`src/rtl/mv_mode_sequencer.sv`:
```
// rtl/mv_mode_sequencer.sv - power-mode sequencer for the multi-voltage datapath
// Walks quiesce -> ramp -> settle -> release around every supply change; no-ack ramps end in sticky FAULT.
module mv_mode_sequencer #(
    parameter int ISO_CYC     = 2,
    parameter int SETTLE_CYC  = 8,
    parameter int TIMEOUT_CYC = 64
) (
    input  logic clk,
    input  logic reset,
    input  logic perf_req,
    input  logic vreg_ack,
    output logic vsel,
    output logic iso_en,
    output logic clk_en,
    output logic high_perf_en,
    output logic busy,
    output logic err
);

    localparam int CW = $clog2(TIMEOUT_CYC + ISO_CYC + SETTLE_CYC + 1);
    localparam logic [CW-1:0] ISO_LAST    = CW'(ISO_CYC);
    localparam logic [CW-1:0] SETTLE_LAST = CW'(SETTLE_CYC);
    localparam logic [CW-1:0] TMO_LAST    = CW'(TIMEOUT_CYC);
    localparam logic [CW-1:0] BLANK_LAST  = CW'(2);
    localparam logic [CW-1:0] CNT_ONE     = CW'(1);

    typedef enum logic [2:0] {
        LOW_RUN, HIGH_RUN, QUIESCE, RAMP, SETTLE, RELEASE, FAULT
    } state_t;

    state_t          state_q;
    logic [CW-1:0]   cnt_q;
    logic            target_q;
    logic            vsel_q, iso_en_q, clk_en_q, high_perf_en_q, busy_q, err_q;

    always_ff @(posedge clk) begin
        if (reset) begin
            state_q        <= LOW_RUN;
            cnt_q          <= '0;
            target_q       <= 1'b0;
            vsel_q         <= 1'b0;
            iso_en_q       <= 1'b0;
            clk_en_q       <= 1'b1;
            high_perf_en_q <= 1'b0;
            busy_q         <= 1'b0;
            err_q          <= 1'b0;
        end else begin
            case (state_q)
                LOW_RUN, HIGH_RUN: begin
                    // A request differing from the current mode starts a transition.
                    if (perf_req != (state_q == HIGH_RUN)) begin
                        state_q        <= QUIESCE;
                        target_q       <= perf_req;
                        cnt_q          <= CNT_ONE;
                        iso_en_q       <= 1'b1;
                        clk_en_q       <= 1'b0;
                        busy_q         <= 1'b1;
                        high_perf_en_q <= 1'b0;
                    end
                end
                QUIESCE: begin
                    if (cnt_q == ISO_LAST) begin
                        state_q <= RAMP;
                        cnt_q   <= CNT_ONE;
                        vsel_q  <= target_q;
                    end else begin
                        cnt_q <= cnt_q + CNT_ONE;
                    end
                end
                RAMP: begin
                    // The first two cycles ignore ack, which may still describe the old level.
                    if (cnt_q > BLANK_LAST && vreg_ack) begin
                        state_q <= SETTLE;
                        cnt_q   <= CNT_ONE;
                    end else if (cnt_q == TMO_LAST) begin
                        state_q        <= FAULT;
                        cnt_q          <= '0;
                        vsel_q         <= 1'b1;
                        high_perf_en_q <= 1'b0;
                        iso_en_q       <= 1'b0;
                        clk_en_q       <= 1'b1;
                        busy_q         <= 1'b0;
                        err_q          <= 1'b1;
                    end else begin
                        cnt_q <= cnt_q + CNT_ONE;
                    end
                end
                SETTLE: begin
                    if (cnt_q == SETTLE_LAST) begin
                        state_q        <= RELEASE;
                        cnt_q          <= '0;
                        iso_en_q       <= 1'b0;
                        high_perf_en_q <= target_q;
                    end else begin
                        cnt_q <= cnt_q + CNT_ONE;
                    end
                end
                RELEASE: begin
                    state_q  <= target_q ? HIGH_RUN : LOW_RUN;
                    clk_en_q <= 1'b1;
                    busy_q   <= 1'b0;
                end
                FAULT: begin
                    state_q <= FAULT;
                end
                default: begin
                    state_q <= FAULT;
                end
            endcase
        end
    end

    assign vsel         = vsel_q;
    assign iso_en       = iso_en_q;
    assign clk_en       = clk_en_q;
    assign high_perf_en = high_perf_en_q;
    assign busy         = busy_q;
    assign err          = err_q;

endmodule

```
`config.mk`:
```
export PLATFORM = sky130hd
export DESIGN_NAME = mv_mode_sequencer
export DESIGN_NICKNAME = d
export VERILOG_FILES = /design/src/rtl/mv_mode_sequencer.sv
export SDC_FILE = /design/constraint.sdc
export NUM_CORES = 1
export LEC_CHECK = 0
export ABC_CLOCK_PERIOD_IN_PS = 2600
export CAP_MARGIN = 30
export CORE_AREA = 5 5 51 53
export DETAILED_ROUTE_END_ITERATION = 8
export DIE_AREA = 0 0 56 58
export PLACE_DENSITY_LB_ADDON = 0.15
export SETUP_SLACK_MARGIN = 0.4
export SYNTH_ARGS = -nofsm -noshare
export SYNTH_HDL_FRONTEND = slang
export SYNTH_SLANG_ARGS = --single-unit
```
`constraint.sdc`:
```
create_clock -name clk -period 2.6 [get_ports clk]
set_clock_uncertainty 0.05 [all_clocks]
set_input_delay 0.78 -clock clk [delete_from_list [all_inputs] [get_ports clk]]
set_output_delay 0.78 -clock clk [all_outputs]
set_load 0.03 [all_outputs]
```
Clock wiring as the flow saved it:
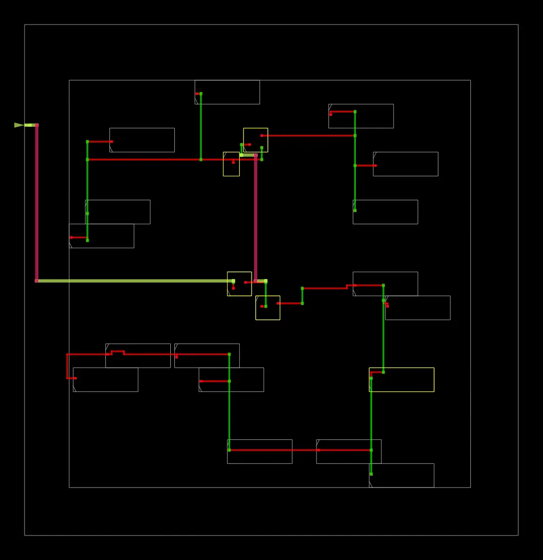
number of clock-tree buffers in the layout: 3
sink count of the clock tree: 17

Clock distribution:
Bar = 20 microns.
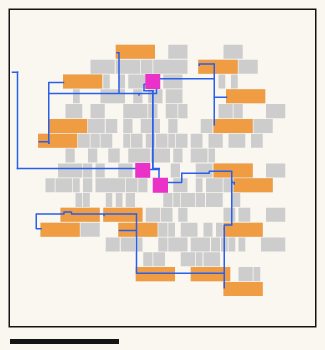
blue -> clock wires  # length 231 microns
magenta -> clock-net drivers  # count 3
orange -> flip-flops  # count 17
routed clock nets = 4

Drive-strength map:
Bar = 20 microns.
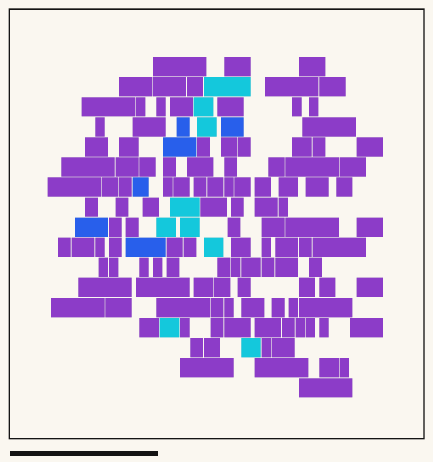
cyan -> x3 and x4  # cells 9, share 6.7%
blue -> x2  # cells 6, share 4.5%
purple -> x1 and smaller  # cells 119, share 89%

Sequential cells grouped by signal name:
Bar = 20 microns. Other sequential cells in the stronger grey, the rest of the logic in the fainter grey.
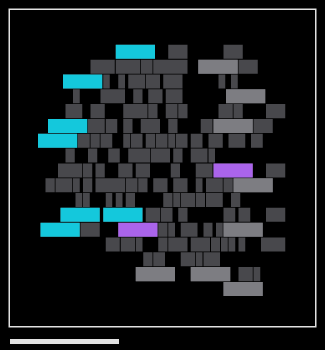
cyan -> `cnt_q`  # sequential cells 7
purple -> `state_q`  # sequential cells 2

Zoomed window:
Region (26, 0) to (56, 30) microns. Cells in grey, sequential cells in the stronger grey; small squares are vias.
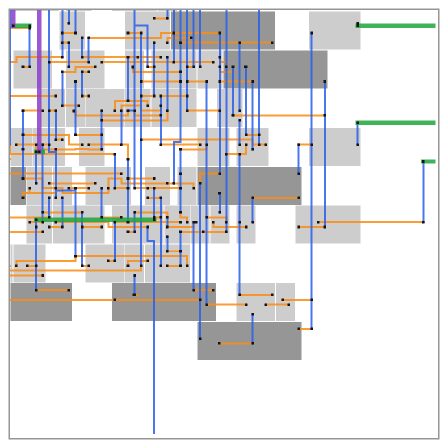
orange -> M1
purple -> M4
green -> M3
blue -> M2
cells with their middle in the window = 45
most frequent = dfxtp_1 (6), o21ai_0 (5), inv_1 (4)
sequential cells in the window = 6

==> results_tabular.tex <==
% Generated from flow reports
\begin{tabular}{lr}
\hline
Metric & Value \\
\hline
\multicolumn{2}{l}{\textbf{Critical path}} \\
\quad CP Max Fanout & 2 \\
\quad Slowest Stage Delay on Critical Path & around 0.67 ns \\
\quad Sequence of cells on the critical path & clkdlybuf4s50\_1 \\
\quad WP data required & 1.77 ns \\
\quad Launching element type of the critical path & flop \\
\quad Type of element capturing the critical path & output port \\
\quad Endpoint arrival time on the critical path & roughly 1.3 ns \\
\quad Capture point of the worst reg-to-reg path & cnt\_q[3] \\
\multicolumn{2}{l}{\textbf{Global route}} \\
\quad Global Route met1 Usage & about 16\% \\
\quad Final global-route overflow total & 0 \\
\quad Most crowded layer after global routing & met2 \\
\multicolumn{2}{l}{\textbf{Worst hold path}} \\
\quad End point of the worst hold path & clk\_en \\
\multicolumn{2}{l}{\textbf{Yosys}} \\
\quad Post-synth ARST share & 0\% \\
\quad Leading register cell type out of synthesis & dfxtp\_1 \\
\quad Fraction of the mapped netlist area in adder cells & $\sim$3.7\% \\
\quad Proportion of synthesized chip area in sequential cells & about 33\% \\
\quad Prevailing logic family in the synthesized netlist & simple AND/OR/NAND/NOR gates \\
\quad Number of synthesized flops with an enable pin & 0 \\
\quad Total cells reported by yosys after synthesis & approximately 130 \\
\multicolumn{2}{l}{\textbf{Pwr}} \\
\quad Power consumption & approximately 540 uW \\
\quad Pwr per Cell Area & 457 nW/um\^{}2 \\
\quad Switching pwr & 159 uW \\
\quad Combinational power share & $\sim$20\% \\
\quad Net switching share of the total power & 29.6\% \\
\quad Worst voltage drop across the vdd grid & between 200 and 300 uV \\
\multicolumn{2}{l}{\textbf{Place}} \\
\quad Placed standard-cell area & 1140 sq um \\
\quad GPL Wtd Cong & approximately 0.84 \\
\multicolumn{2}{l}{\textbf{Final timing}} \\
\quad Worst-case headroom to the max-slew limit & 65.8\% \\
\quad RSZ-0062 raised after global routing & no \\
\quad Final hold slack & between 0.3 and 0.4 ns \\
\quad Final hold viol count & 0 \\
\multicolumn{2}{l}{\textbf{Final layout}} \\
\quad Proportion of cell area occupied by registers & $\sim$29\% \\
\quad Post-layout net count & between 100 and 150 \\
\quad Utilization after layout & between 50\% and 60\% \\
\quad Non-Filler Instances & 162 \\
\multicolumn{2}{l}{\textbf{Run status}} \\
\quad Result of the run & finished, final reports clean \\
\multicolumn{2}{l}{\textbf{Die}} \\
\quad Effective utilization at floorplan & $\sim$49\% \\
\multicolumn{2}{l}{\textbf{Detailed routing}} \\
\quad DRC violation total after the first TritonRoute iteration & 12 \\
\quad Antenna Nets Post-Route & 0 \\
\hline
\end{tabular}
-- synth_stat cells (3+ instances only) --
cell type and count:
a21oi_1 8, nand2_1 7, nand3_1 5, clkbuf_1 6
inv_1 6, nor2b_1 3, dfxtp_1 17, xnor2_1 4
ha_1 3, nor3_1 8, o21ai_0 6, nand2b_1 5
nor2_1 10
-- power by group through the flow --
| stage | Combinational (mW) | Clock [mW] | Sequential, mW |
|---|---|---|---|
| CTS | 0.110 | 0.148 | 0.286 |
| global route | 0.121 | 0.157 | 0.289 |
| floorplan | 0.0712 | 0 | 0.294 |
| global placement | 0.108 | 0 | 0.292 |
| finish | 0.108 | 0.142 | 0.286 |
| detailed placement | 0.109 | 0 | 0.292 |
Power is estimated from default activity; no workload was simulated.
